## config.mk

```make
export PLATFORM = sky130hd
export DESIGN_NAME = rom_fetch_unit
export DESIGN_NICKNAME = d
export VERILOG_FILES = /design/src/rtl/rom_fetch_unit_pkg.sv /design/src/rtl/rom_fetch_unit_fifo.sv /design/src/rtl/rom_fetch_unit.sv
export SDC_FILE = /design/constraint.sdc
export NUM_CORES = 1
export LEC_CHECK = 0
export CELL_PAD_IN_SITES_DETAIL_PLACEMENT = 1
export CELL_PAD_IN_SITES_GLOBAL_PLACEMENT = 1
export CORE_MARGIN = 2
export CORE_UTILIZATION = 47
export CTS_CLUSTER_DIAMETER = 60
export DETAILED_ROUTE_END_ITERATION = 16
export PLACE_DENSITY = 0.8
export SLEW_MARGIN = 25
export SYNTH_ARGS = -nofsm -noshare
export SYNTH_HDL_FRONTEND = slang
export SYNTH_SLANG_ARGS = --single-unit
```

## constraint.sdc

```tcl
create_clock -name clk_i -period 11 [get_ports clk_i]
set_input_delay 3.3 -clock clk_i [delete_from_list [all_inputs] [get_ports clk_i]]
set_output_delay 3.3 -clock clk_i [all_outputs]
set_load 0.01 [all_outputs]
```

## src/rtl/rom_fetch_unit_pkg.sv

```systemverilog
// Shared constants and entry type for the instruction fetch unit.
package fetch_pkg;

  localparam int unsigned DATA_WIDTH  = 32;
  localparam int unsigned ADDR_WIDTH  = 32;
  localparam int unsigned FIFO_DEPTH  = 4;
  localparam int unsigned INSTR_BYTES = DATA_WIDTH / 8;
  localparam int unsigned PC_INC      = INSTR_BYTES;

  typedef struct packed {
    logic [ADDR_WIDTH-1:0] pc;
    logic [DATA_WIDTH-1:0] instr;
  } fetch_entry_t;

endpackage

```

## src/rtl/rom_fetch_unit_fifo.sv

```systemverilog
// Synchronous show-ahead FIFO holding fetched {pc, instr} pairs.
module fetch_fifo
  import fetch_pkg::*;
#(
  parameter int unsigned depth = FIFO_DEPTH,
  parameter type entry_t = fetch_entry_t,
  localparam int unsigned ptr_w = $clog2(depth),
  localparam int unsigned cnt_w = ptr_w + 1
) (
  input  logic             clk_i,
  input  logic             rst_ni,
  input  logic             flush_i,
  input  logic             push_i,
  input  entry_t           push_data_i,
  input  logic             pop_i,
  output entry_t           head_o,
  output logic [cnt_w-1:0] count_o,
  output logic             empty_o,
  output logic             full_o
);

  entry_t             mem [depth];
  logic [ptr_w-1:0]   wr_ptr, rd_ptr;
  logic [cnt_w-1:0]   count;
  logic               do_push, do_pop;

  always_comb begin
    do_push = push_i && !full_o;
    do_pop  = pop_i && !empty_o;
  end

  // Depth is a power of two, so the pointers wrap on natural overflow.
  always_ff @(posedge clk_i) begin
    if (!rst_ni || flush_i) begin
      wr_ptr <= '0;
      rd_ptr <= '0;
      count  <= '0;
    end else begin
      if (do_push) begin
        mem[wr_ptr] <= push_data_i;
        wr_ptr      <= wr_ptr + 1'b1;
      end
      if (do_pop) rd_ptr <= rd_ptr + 1'b1;
      if (do_push && !do_pop)      count <= count + 1'b1;
      else if (do_pop && !do_push) count <= count - 1'b1;
    end
  end

  assign head_o  = mem[rd_ptr];
  assign count_o = count;
  assign empty_o = (count == '0);
  assign full_o  = (count == cnt_w'(depth));

endmodule

```

## src/rtl/rom_fetch_unit.sv

```systemverilog
// Sequential ROM fetch with a prefetch FIFO, redirect flush and valid/ready output.
module rom_fetch_unit
  import fetch_pkg::*;
#(
  parameter int unsigned data_width = DATA_WIDTH,
  parameter int unsigned addr_width = ADDR_WIDTH,
  parameter int unsigned fifo_depth = FIFO_DEPTH,
  parameter logic [addr_width-1:0] reset_pc = '0
) (
  input  logic                  clk_i,
  input  logic                  rst_ni,
  output logic                  rom_en_o,
  output logic [addr_width-1:0] rom_addr_o,
  input  logic [data_width-1:0] rom_data_i,
  input  logic                  redirect_i,
  input  logic [addr_width-1:0] redirect_pc_i,
  output logic                  instr_valid_o,
  input  logic                  instr_ready_i,
  output logic [data_width-1:0] instr_o,
  output logic [addr_width-1:0] instr_pc_o
);

  localparam int unsigned cnt_w  = $clog2(fifo_depth) + 1;
  localparam int unsigned pc_inc = data_width / 8;

  typedef struct packed {
    logic [addr_width-1:0] pc;
    logic [data_width-1:0] instr;
  } entry_t;

  logic [addr_width-1:0] pc_q, req_pc_q;
  logic                  inflight_q;
  logic [cnt_w-1:0]      count;
  logic                  empty, full;
  logic                  issue, push, pop;
  entry_t                head, push_entry;
  logic                  unused_redirect_lsbs;

  assign unused_redirect_lsbs = ^redirect_pc_i[1:0];

  // Slot reservation counts the in-flight request; same-cycle pops are not credited.
  always_comb begin
    issue = rst_ni && !redirect_i && !full &&
            ((int'(count) + int'(inflight_q)) < int'(fifo_depth));
    push  = inflight_q && !redirect_i;
    pop   = !empty && instr_ready_i;
    push_entry.pc    = req_pc_q;
    push_entry.instr = rom_data_i;
  end

  always_ff @(posedge clk_i) begin
    if (!rst_ni) begin
      pc_q       <= reset_pc;
      req_pc_q   <= reset_pc;
      inflight_q <= 1'b0;
    end else if (redirect_i) begin
      pc_q       <= {redirect_pc_i[addr_width-1:2], 2'b00};
      inflight_q <= 1'b0;
    end else begin
      inflight_q <= issue;
      if (issue) begin
        req_pc_q <= pc_q;
        pc_q     <= pc_q + addr_width'(pc_inc);
      end
    end
  end

  fetch_fifo #(
    .depth   (fifo_depth),
    .entry_t (entry_t)
  ) u_fifo (
    .clk_i       (clk_i),
    .rst_ni      (rst_ni),
    .flush_i     (redirect_i),
    .push_i      (push),
    .push_data_i (push_entry),
    .pop_i       (pop),
    .head_o      (head),
    .count_o     (count),
    .empty_o     (empty),
    .full_o      (full)
  );

  assign rom_en_o      = issue;
  assign rom_addr_o    = pc_q;
  assign instr_valid_o = !empty;
  assign instr_o       = empty ? '0 : head.instr;
  assign instr_pc_o    = empty ? '0 : head.pc;

endmodule

```

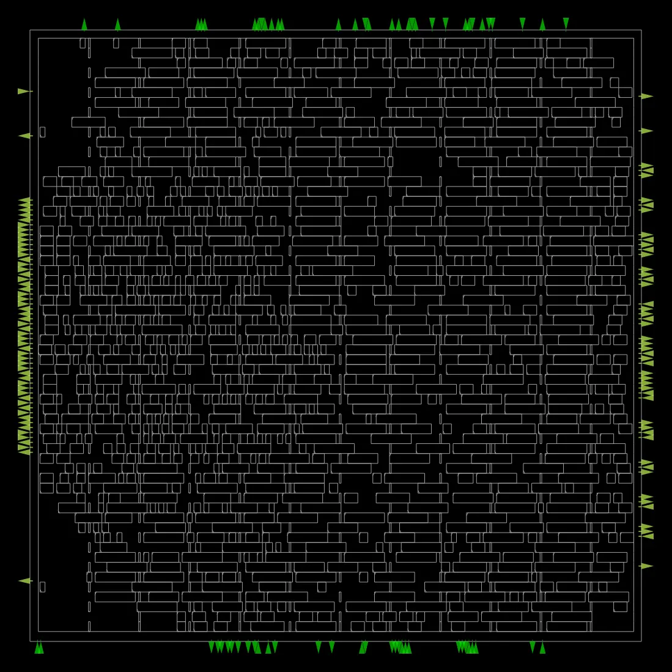
run_1/final_placement.png
filler instances: 2485
core area: 26700 um^2
fin util: 58.7%
Tapcells: 341

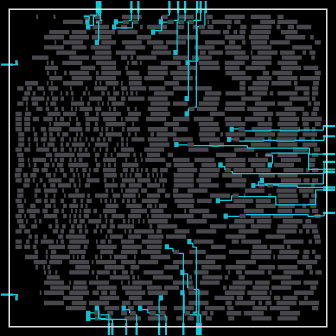
run_1/port_nets.png
Key: instr_pc_o = cyan [bits 32, direction output, edge 11 top, 10 bottom, 9 right, 2 left, end cells 32, wire 969 um]

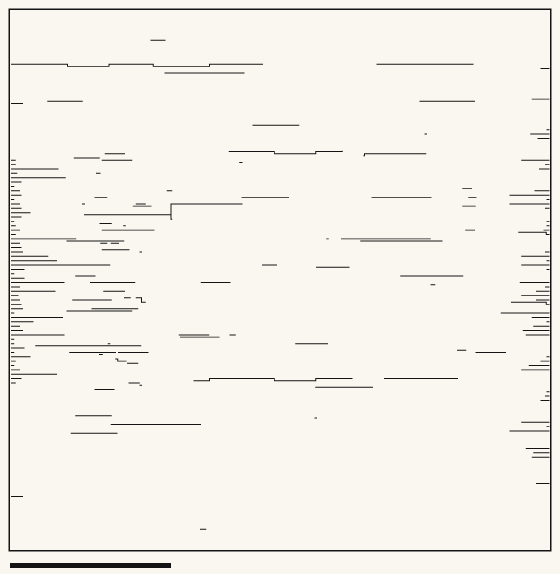
run_1/met3.png
Scale bar: 50 um.
The layer carries 1390 um of wire. 144 nets have wire on it. The longest straight run is 32.7 um. The wires run mostly horizontal.

==> impl_metrics.json, run 1 <==
{
  "finalSetupViolCount": 0,
  "inverters": 11,
  "post_synth.cell_area_avg_um2": 15.5,
  "m1WireLength_um": 12700,
  "cts_root_buffer": "clkbuf_16",
  "ys_async_sr_fraction_pct": 0,
  "leakage_nw": 5.21,
  "io_pins": 166,
  "yosysCellCount": 816,
  "report.final.slew_viol_count": 0,
  "path_common_cell": "clkdlybuf4s50_1",
  "routed_wl_um": 28400,
  "finalCritPeriodShare_pct": 80.0,
  "lay_top_count": "edfxtp_1",
  "min_path_cells": 2,
  "clkbuf_count": 46,
  "busiest_layer": "met2",
  "clk_pin_slew_ns": 0.06,
  "rsz0062_at_grt": "no",
  "cts_hold_buf": 0,
  "grt_pass1_vias": 8063,
  "yosysSeqAreaShare_pct": 69.8,
  "tool_warnings": 31,
  "clock-sinks": 318,
  "n_all_buffers": 164,
  "slew_headroom_pct": 34.2,
  "logic_gates": 441,
  "cp_data_arrival_time_ns": 5.50,
  "die_y_um": 168,
  "maxCapViolCount": 0,
  "die_w_um": 168,
  "final_nets": 1045,
  "clock.fmax_ghz": 0.114,
  "post_cts_resized": 0,
  "syn_area_um2": 12700,
  "grt_pass1_wl_um": 45100,
  "required_ns": 7.70,
  "clk_path_buf_depth": 3,
  "synth-edff-count": 248,
  "drt-pass1-iter-count": 6,
  "final.min_clock_period_ns": 8.80,
  "row_count": 60,
  "chip_area_um2": 28300,
  "hpwl_um": 16700,
  "sh_comb_area_pct": 22.7,
  "start_kind": "input port",
  "seq_share_pct": 56.4,
  "met2_wirelength_um": 13900,
  "p_per_area_nw_per_um2": 171,
  "grt_util_met3_pct": 3.86,
  "yosysTopAreaCellShare_pct": 58.8,
  "wl_met3_um": 1390,
  "dr.max_layer_used": "met4",
  "final-clk-cell-share_pct": 7.45,
  "drt_first_iter_violations": 515,
  "end_kind": "primary output",
  "htree_levels": 2,
  "status": "finished clean",
  "max_stage_delay_ns": 0.84,
  "postPlaceCellArea_um2": 14500,
  "path_cells": "clkdlybuf4s50_1 > nand2b_4 > or3_2 > clkinv_4 > clkdlybuf4s50_1",
  "place.gp.congestion": 0.853,
  "n_antenna_cell": 0,
  "overflow": 0,
  "worst_r2r_path_depth": 8,
  "pre_cts_ws_ns": 2.23,
  "ant_nets": 0,
  "tritoncts": "done",
  "regArea_um2": 8860,
  "yosysWarningCount": 0,
  "ff_count": 318,
  "critPathMaxFanout": 11,
  "met1_usage_pct": 28.4,
  "syn2layout_area_growth_pct": 23.9,
  "final_cells": 1336,
  "syn_inst": 816,
  "dr_total_vias": 7456,
  "path_buffers": 3,
  "grt_max_degree": 66,
  "viasPerCell": 5.58,
  "hold_viol_final": 0,
  "vdd_drop_max_uv": 91.6,
  "wire_per_inst_um": 21.3,
  "crit_type": "in -> out",
  "antenna_found_initial": 0,
  "finalWorstSetupSlack_ns": 2.20,
  "drive_gt1_share_pct": 13.6,
  "cts_setup_buffers": 0,
  "logic_area_um2": 3560,
  "insertion_delay_ns": 0.51,
  "io_buffers": 159,
  "cp_top_family": "buffers and inverters",
  "critPathSlowestCell": "clkdlybuf4s50_1",
  "finalClockSkew_ns": 0.0157,
  "flop_cell": "edfxtp_1",
  "cts-buffers-inserted": 34,
  "placed_cells": 1275,
  "tightest_slew_ns": 0.987,
  "worst_hold_path_type": "reg -> reg",
  "finalInstanceArea_um2": 15700,
  "most-common-layout-cells": "248 x edfxtp_1, 159 x clkdlybuf4s50_1, 100 x nand2_1, 68 x dfxtp_1, 67 x and2_1",
  "largest_cell_class": "flip-flops and latches",
  "yosys_area_um2": 12700,
  "fp-utilization_pct": 47.4,
  "buffer_area_share_pct": 10.4,
  "synth_cell_types": 53,
  "finalPower_w": 0.00268,
  "top_area_cell": "edfxtp_1",
  "worstSetupPathDepth": 5,
  "track_usage_pct": 20.5,
  "hold_slack_ns": 0.502,
  "ys_top_cells_by_area": "edfxtp_1 59%, dfxtp_1 11%, mux4_2 11%, and2_1 3.5%, nand2_1 3.0%",
  "drc": 0,
  "synth_flops": 318,
  "fin_setup_tns_ns": 0,
  "grt_util_met2_pct": 34.0
}
run 1: final timing paths:
check | from | endpoint | slack [ns]
hold reg to reg | req_pc_q[17] | req_pc_q[17] | 0.50
setup / recovery | rst_ni | rom_en_o | 2.20
setup reg to reg | u_fifo.count_o[2] | u_fifo.count_o[2] | 8.40
hold / removal | req_pc_q[17] | req_pc_q[17] | 0.50
run 1: cell families after synthesis:
kind of cell               synth area share, %
and+or+nand+nor                           9.80
adders and majority gates                0.751
AOI/OAI and AO/OA                         4.89
buffers and inverters                     2.26
other                                   0.0296
muxes                                     11.6
xor gates and xnor gates                 0.830
DFF                                       69.8
run 1: power by group:
part | internal [W] | switching (W) | total, W
logic | 0.0000914 | 0.0000837 | 0.000175
clock network | 0.000732 | 0.000449 | 0.00118
registers | 0.00131 | 0.0000216 | 0.00133
run 1: Yosys cell counts, drive strengths merged (3+ instances only):
library cell / number
o31a: 4
ha: 6
xor2: 10
mux4: 62
nor4: 4
or3: 4
a2bb2oi: 3
nand2: 101
nor3: 7
a31oi: 10
dfxtp: 70
buf: 22
o311ai: 4
inv: 10
o21ai: 11
o22ai: 6
nor2: 27
edfxtp: 248
nand4: 16
a21oi: 45
and2: 71
and3: 5
nand3: 14
mux2: 4
clkbuf: 27
a22oi: 3
run 1: worst register-to-register path: stages, from the launching register on:
cell and delay [ns]:
dfxtp_1 0.40, or3_4 0.64, nand2_1 0.24, ha_1 0.21
inv_1 0.06, fa_1 0.37, xor2_1 0.16, or3_1 0.31
a21oi_1 0.14
run 1: registers in the layout, indices dropped and copies added, names as in the netlist, named ones only:
signal	flops
inflight_q	1
req_pc_q	30
rom_addr_o	30
u_fifo.wr_ptr	2
u_fifo.rd_ptr	2
u_fifo.count_o	3
u_fifo.mem	248
run_1/gate_families.png
Scale bar: 50 um.
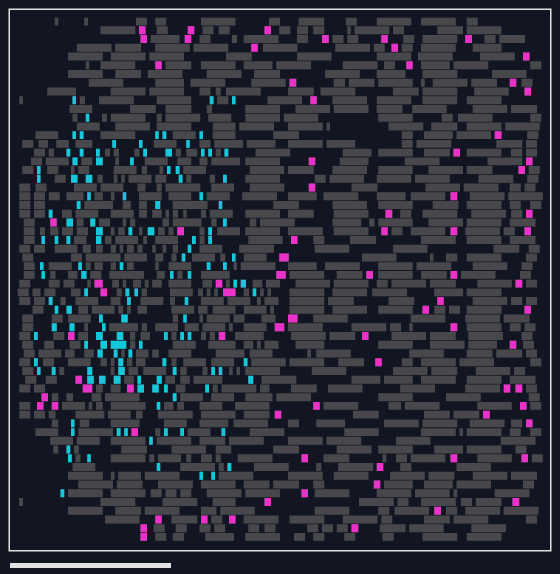

## Run 2: what changed since run 1
Settings changed: CORE_UTILIZATION 47 to 46, PLACE_DENSITY 0.8 to 0.78.
Clock period 11 ns to 8.45 ns, I/O delays scaled along.
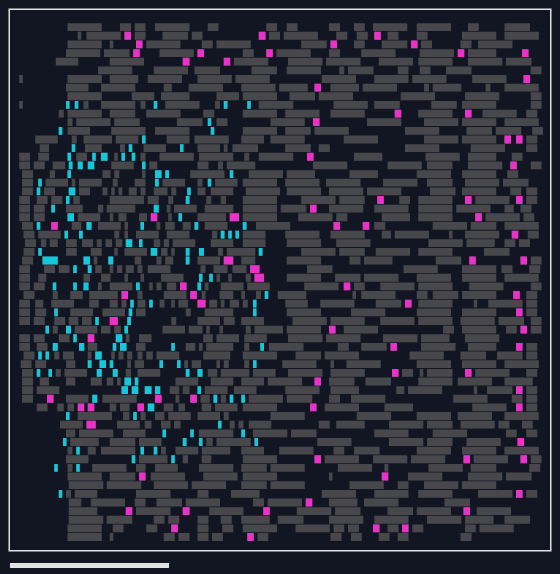
run_2/gate_families.png
Scale bar: 50 um.
Key: AND and OR gates = magenta [cells 81, most used and2_1, where all over the die]; NAND gates = cyan [cells 132, most used nand2_1]
Final Instance Count excl. Fillers: 1341
most frequent logic cell in the layout: edfxtp_1
Comb area share: 22.7%

==> run 2 against run 1 <==
Against the previous run: flip-flop count unchanged; critical path depth increased by 1; count of clock-buffer cells in the layout decreased by 5; clock skew decreased by 0.0044 ns; critical path type unchanged; critical endpoint unchanged.
==> impl_metrics.json, run 2 <==
{
  "critPathSlowestCell": "clkdlybuf4s50_1",
  "syn2layout_area_growth_pct": 23.9,
  "cts-buffers-inserted": 36,
  "ys_top_cells_by_area": "edfxtp_1 59%, dfxtp_1 11%, mux4_2 11%, and2_1 3.5%, nand2_1 3.0%",
  "core_area_um2": 27000,
  "cp_data_arrival_time_ns": 4.78,
  "final.min_clock_period_ns": 7.32,
  "simple_gate_share_pct": 9.80,
  "flop_cell": "edfxtp_1",
  "ys_async_sr_fraction_pct": 0,
  "chip_area_um2": 28900,
  "synth_flops": 318,
  "worst_hold_path_type": "reg -> reg",
  "finalCritPeriodShare_pct": 86.6,
  "wire_per_inst_um": 21.2,
  "rsz0062_at_grt": "no",
  "status": "finished clean",
  "hold_slack_ns": 0.505,
  "report.final.slew_viol_count": 0,
  "r2r_setup_slack_ns": 5.72,
  "start_kind": "input port",
  "largest_register": "u_fifo.mem",
  "dr_total_vias": 7474,
  "htree_levels": 2,
  "pre_cts_ws_ns": 1.13,
  "finalClockSkew_ns": 0.0112,
  "top_cells_by_count": "248 x edfxtp_1, 100 x nand2_1, 71 x and2_1",
  "mux_share_pct": 11.6,
  "syn_inst": 816,
  "hold_viol_final": 0,
  "track_usage_pct": 20.2,
  "finalInstanceArea_um2": 15700,
  "logic_area_um2": 3560,
  "critPathMaxFanout": 46,
  "required_ns": 5.92,
  "cts_root_buffer": "clkbuf_16",
  "regArea_um2": 8860,
  "synth-xor-area-share_pct": 0.830,
  "path_buffers": 4,
  "drc": 0,
  "ant_nets": 0,
  "crit_type": "in -> out",
  "insertion_delay_ns": 0.50,
  "die_y_um": 170,
  "cp_top_family": "buffers and inverters",
  "n_antenna_cell": 0,
  "grt_pass1_wl_um": 45000,
  "final_core_util_pct": 58.1,
  "clk_pin_slew_ns": 0.06,
  "ys_sh_adder_pct": 0.751,
  "cts_hold_buf": 0,
  "cts_setup_buffers": 0,
  "most-common-layout-cells": "248 x edfxtp_1, 159 x clkdlybuf4s50_1, 100 x nand2_1, 68 x dfxtp_1, 67 x and2_1",
  "place.gp.congestion": 0.817,
  "grt_pass1_vias": 8010,
  "tightest_slew_ns": 1.02,
  "synth.most_common_cell": "edfxtp_1",
  "finalSetupViolCount": 0,
  "largest_reg_flops": 248,
  "drt-pass1-iter-count": 5,
  "tool_warnings": 31,
  "maxCapViolCount": 0,
  "grt_max_degree": 66,
  "slew_headroom_pct": 31.8,
  "antenna_found_initial": 0,
  "leakage_nw": 5.21,
  "yosys_area_um2": 12700,
  "synth-edff-count": 248,
  "hpwl_um": 16700,
  "finalPower_w": 0.00346,
  "synth_cell_types": 53,
  "top_area_cell": "edfxtp_1",
  "num-fill-cells": 2524,
  "postPlaceCellArea_um2": 14500,
  "yosysWarningCount": 0,
  "overflow": 0,
  "yosysCellCount": 816,
  "clk_path_buf_depth": 3,
  "row_count": 60,
  "clock-sinks": 318,
  "yosysSeqAreaShare_pct": 69.8,
  "vdd_drop_max_uv": 109,
  "drt_first_iter_violations": 487,
  "post_cts_resized": 0,
  "routed_wl_um": 28500,
  "viasPerCell": 5.57,
  "syn_area_um2": 12700,
  "path_common_cell": "clkdlybuf4s50_1",
  "post_synth.cell_area_avg_um2": 15.5,
  "p_per_area_nw_per_um2": 220,
  "fin_setup_tns_ns": 0,
  "logic_family": "multiplexers",
  "tritoncts": "done",
  "final_nets": 1049,
  "ys_sh_aoi_pct": 4.89,
  "yosysTopAreaCellShare_pct": 58.8,
  "finalWorstSetupSlack_ns": 1.13,
  "end_kind": "primary output",
  "max_stage_delay_ns": 0.62,
  "clock.fmax_ghz": 0.137,
  "die_w_um": 170,
  "path_cells": "clkdlybuf4s50_1 > buf_4 > nand2b_4 > or3_2 > clkinv_4 > clkdlybuf4s50_1",
  "placed_cells": 1276,
  "fp-utilization_pct": 46.9,
  "drive_gt1_share_pct": 14.2
}
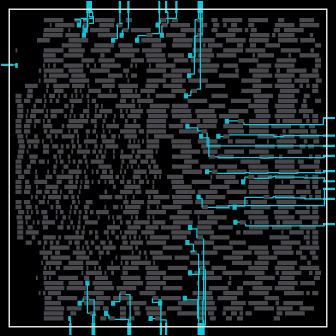
run_2/port_nets.png
Key: instr_pc_o = cyan [bits 32, direction output, edge 11 bottom, 11 top, 9 right, 1 left, end cells 32, wire 1070 um]
Boundary Pins: 166
IO buf count: 159

[run 2: cell types whose count changed in the layout (fill, tap and decap cells not counted), moves of 2 or more]
cell / before / now
clkinvlp_4: 0 / 3
clkbuf_1: 6 / 3
clkbuf_8: 2 / 0
buf_4: 4 / 6
inv_6: 0 / 2
clkinv_4: 1 / 4
bufinv_16: 4 / 2
[run 2: final timing paths]
check	from	endpoint	cells after the start
hold reg to reg	inflight_q	u_fifo.wr_ptr[1]	2
hold / removal	inflight_q	u_fifo.wr_ptr[1]	2
setup reg to reg	u_fifo.count_o[0]	u_fifo.count_o[2]	9
setup / recovery	rst_ni	rom_en_o	6
[run 2: cells by family after synthesis]
| kind of cell | after synthesis |
|---|---|
| multiplexers | 68 |
| buffers and inverters | 60 |
| XOR/XNOR | 12 |
| other | 1 |
| AND-OR/OR-AND | 99 |
| flip-flops | 318 |
| adder cells (fa/ha/maj) | 7 |
| AND/OR/NAND/NOR | 251 |
[run 2: power by group]
group,total [W],switching (W),leakage [nW],internal [W]
logic,0.000227,0.000108,1.67,0.000119
clock network,0.00150,0.000614,0.559,0.000886
registers,0.00173,0.0000290,2.98,0.00170
total,0.00346,0.000751,5.21,0.00271
[run 2: area by class of cell]
type | instances | area share [%]
tap | 341 | 2.72
clock buffer | 41 | 6.13
clock inverter | 23 | 1.20
inverter | 11 | 0.295
timing repair buffer | 166 | 10.6
sequential | 318 | 56.4
multi-input combinational | 441 | 22.7
[run 2: metal layers]
layer,up-vias,wire length (um),part of all wire (%),GRT usage (%)
met3,39,1370,4.8,3.88
li1,3420,-,-,-
met1,3796,12900,45,27.8
met5,-,0,0,0
met4,0,475,1.7,4.94
met2,219,13700,48,33.6
## Run 3: what changed since run 2
Settings changed: GPL_TIMING_DRIVEN set to 1.
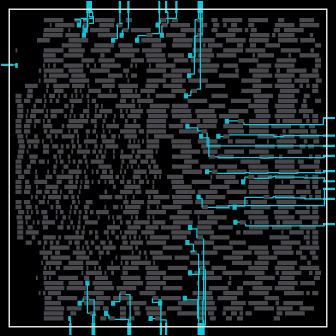
run_3/port_nets.png
Key: instr_pc_o = cyan [bits 32, direction output, edge 11 bottom, 11 top, 9 right, 1 left, end cells 32, wire 1070 um]

==> run 3 against run 2 <==
Against the previous run: global-route usage is the same; cell count is the same; flip-flop count is the same; register-to-register slack is essentially flat.
==> impl_metrics.json, run 3 <==
{
  "status": "finished clean",
  "r2r_setup_slack_ns": 5.72,
  "yosysTopAreaCellShare_pct": 58.8,
  "cp_data_arrival_time_ns": 4.78,
  "die_y_um": 170,
  "io_pins": 166,
  "final.min_clock_period_ns": 7.32,
  "internal-power_w": 0.00271,
  "combPwrFrac_pct": 6.6,
  "tool_warnings": 31,
  "regArea_um2": 8860,
  "viasPerCell": 5.57,
  "busiest_layer": "met2",
  "drive_gt1_share_pct": 14.2,
  "holdCritStartpoint": "inflight_q",
  "ant_nets": 0,
  "start_kind": "input port",
  "finalClockSkew_ns": 0.0112,
  "drt-pass1-iter-count": 5,
  "fin_setup_tns_ns": 0,
  "grt_util_met2_pct": 33.6,
  "end_kind": "primary output",
  "syn_area_um2": 12700,
  "antenna_found_initial": 0,
  "syn2layout_area_growth_pct": 23.9,
  "die_w_um": 170,
  "tritoncts": "done",
  "worst_r2r_path_depth": 9,
  "n_antenna_cell": 0,
  "pwr-share-clk_pct": 43.4,
  "maxCapViolCount": 0,
  "grt_pass1_vias": 8010,
  "io_buffers": 159,
  "hold_slack_ns": 0.505,
  "p_per_area_nw_per_um2": 220,
  "post_cts_resized": 0,
  "m1WireLength_um": 12900,
  "place.gp.congestion": 0.817,
  "path_cells": "clkdlybuf4s50_1 > buf_4 > nand2b_4 > or3_2 > clkinv_4 > clkdlybuf4s50_1",
  "final_nets": 1049,
  "grt_pass1_wl_um": 45000,
  "met1_usage_pct": 27.8,
  "tightest_slew_ns": 1.02,
  "post_synth.cell_area_avg_um2": 15.5,
  "max_stage_delay_ns": 0.62,
  "r2r-start": "u_fifo.count_o[0]",
  "insertion_delay_ns": 0.50,
  "htree_levels": 2,
  "clk_pin_slew_ns": 0.06,
  "num-fill-cells": 2524,
  "track_usage_pct": 20.2,
  "finalPower_w": 0.00346,
  "grt_max_degree": 66,
  "synth_cell_types": 53,
  "crit_path_start": "rst_ni",
  "lay_top_count": "edfxtp_1",
  "dr.max_layer_used": "met4",
  "leakage_nw": 5.21,
  "cts_root_buffer": "clkbuf_16",
  "yosys_area_um2": 12700,
  "yosysCellCount": 816,
  "synth-edff-count": 248,
  "cts_setup_buffers": 0,
  "cts-buffers-inserted": 36,
  "overflow": 0,
  "clk_path_buf_depth": 3,
  "ys_async_sr_fraction_pct": 0,
  "yosysSeqAreaShare_pct": 69.8,
  "crit_type": "in -> out",
  "vdd_drop_max_uv": 109,
  "flop_cell": "edfxtp_1",
  "hpwl_um": 16700,
  "fp-utilization_pct": 46.9,
  "slew_headroom_pct": 31.8,
  "pwr-share-seq_pct": 50.0,
  "switching_share_pct": 21.7,
  "report.final.slew_viol_count": 0,
  "row_count": 60,
  "worst_hold_path_type": "reg -> reg",
  "top_area_cell": "edfxtp_1",
  "critPathSlowestCell": "clkdlybuf4s50_1",
  "finalCritPeriodShare_pct": 86.6,
  "core_area_um2": 27000,
  "drt_first_iter_violations": 487,
  "largest_reg_flops": 248,
  "clock.fmax_ghz": 0.137,
  "synth_flops": 318,
  "synth.most_common_cell": "edfxtp_1",
  "met2_wirelength_um": 13700,
  "critPathMaxFanout": 46,
  "wl_met3_um": 1370,
  "finalSetupViolCount": 0,
  "logic_area_um2": 3560,
  "drc": 0,
  "path_common_cell": "clkdlybuf4s50_1",
  "hold_viol_final": 0,
  "largest_register": "u_fifo.mem",
  "ys_top_cells_by_area": "edfxtp_1 59%, dfxtp_1 11%, mux4_2 11%, and2_1 3.5%, nand2_1 3.0%",
  "r2r-end": "u_fifo.count_o[2]",
  "crit_path_end": "rom_en_o",
  "cts_hold_buf": 0,
  "power_switching_w": 0.000751,
  "clock-sinks": 318,
  "syn_inst": 816,
  "yosysWarningCount": 0,
  "most-common-layout-cells": "248 x edfxtp_1, 159 x clkdlybuf4s50_1, 100 x nand2_1, 68 x dfxtp_1, 67 x and2_1",
  "wire_per_inst_um": 21.2,
  "top_cells_by_count": "248 x edfxtp_1, 100 x nand2_1, 71 x and2_1",
  "chip_area_um2": 28900,
  "rsz0062_at_grt": "no",
  "required_ns": 5.92
}
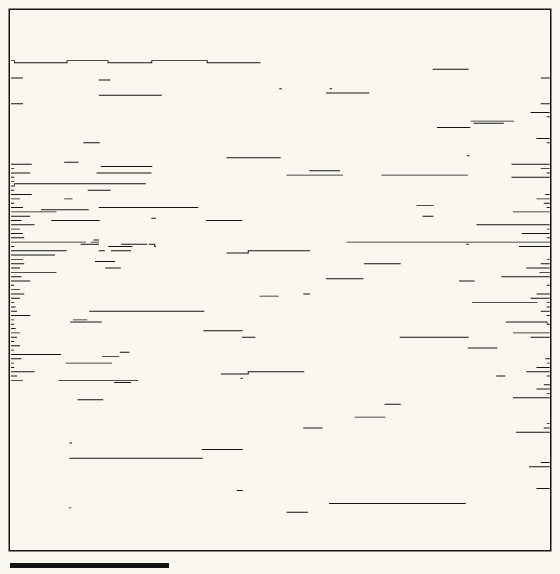
run_3/met3.png
Scale bar: 50 um.
The layer holds 4.8% of the routed length. The wires run mostly horizontal.
via count: 7474
Routed WL: 28500 um
met3 Use GR: 3.88%

## run 3: stage by stage
stage	cell area (um^2)	worst slack, ns	cells	utilization, %
6_report	15700	1.13	1341	58.1
5_1_grt	15700	1.04	1341	58.1
3_3_place_gp	14500	1.14	1276	53.7
2_1_floorplan	12700	2.16	819	-
4_1_cts	15700	1.12	1340	58.0
3_5_place_dp	14500	1.13	1276	53.7
## run 3: worst max-delay path: cells and delay by family
kind	cells	cell delay, ns
buf+inv	4	1.59
simple gates	2	0.65
## run 3: cells by family after synthesis
group           synth area share (%)
simple gates                    9.80
other cells                   0.0296
mux                             11.6
flops                           69.8
compound gates                  4.89
buf+inv                         2.26
fa+ha+maj                      0.751
xor+xnor                       0.830
## run 3: area by class of cell
| type | instances | share of cell area, % |
|---|---|---|
| Inverter | 11 | 0.295 |
| Multi-Input combinational cell | 441 | 22.7 |
| Sequential cell | 318 | 56.4 |
| Tap cell | 341 | 2.72 |
| Timing Repair Buffer | 166 | 10.6 |
| Clock inverter | 23 | 1.20 |
| Clock buffer | 41 | 6.13 |
## run 3: worst min-delay path by stage
stage	cells after the start	slack (ns)	end
2_1_floorplan	0	0.46	u_fifo.mem[0][34]
3_3_place_gp	2	0.48	req_pc_q[28]
3_5_place_dp	0	0.49	u_fifo.mem[3][53]
4_1_cts	2	0.51	u_fifo.wr_ptr[1]
5_1_grt	0	0.53	u_fifo.mem[1][59]
6_report	2	0.50	u_fifo.wr_ptr[1]
## run 3: power by group through the flow
stage | clock, W | sequential, W | combinational [W]
2_1_floorplan | 0 | 0.00175 | 0.000107
3_3_place_gp | 0 | 0.00176 | 0.000224
3_5_place_dp | 0 | 0.00176 | 0.000229
4_1_cts | 0.00153 | 0.00173 | 0.000230
5_1_grt | 0.00159 | 0.00173 | 0.000247
6_report | 0.00150 | 0.00173 | 0.000227
Power figures rest on the tool's default switching activity, not on a simulated workload.
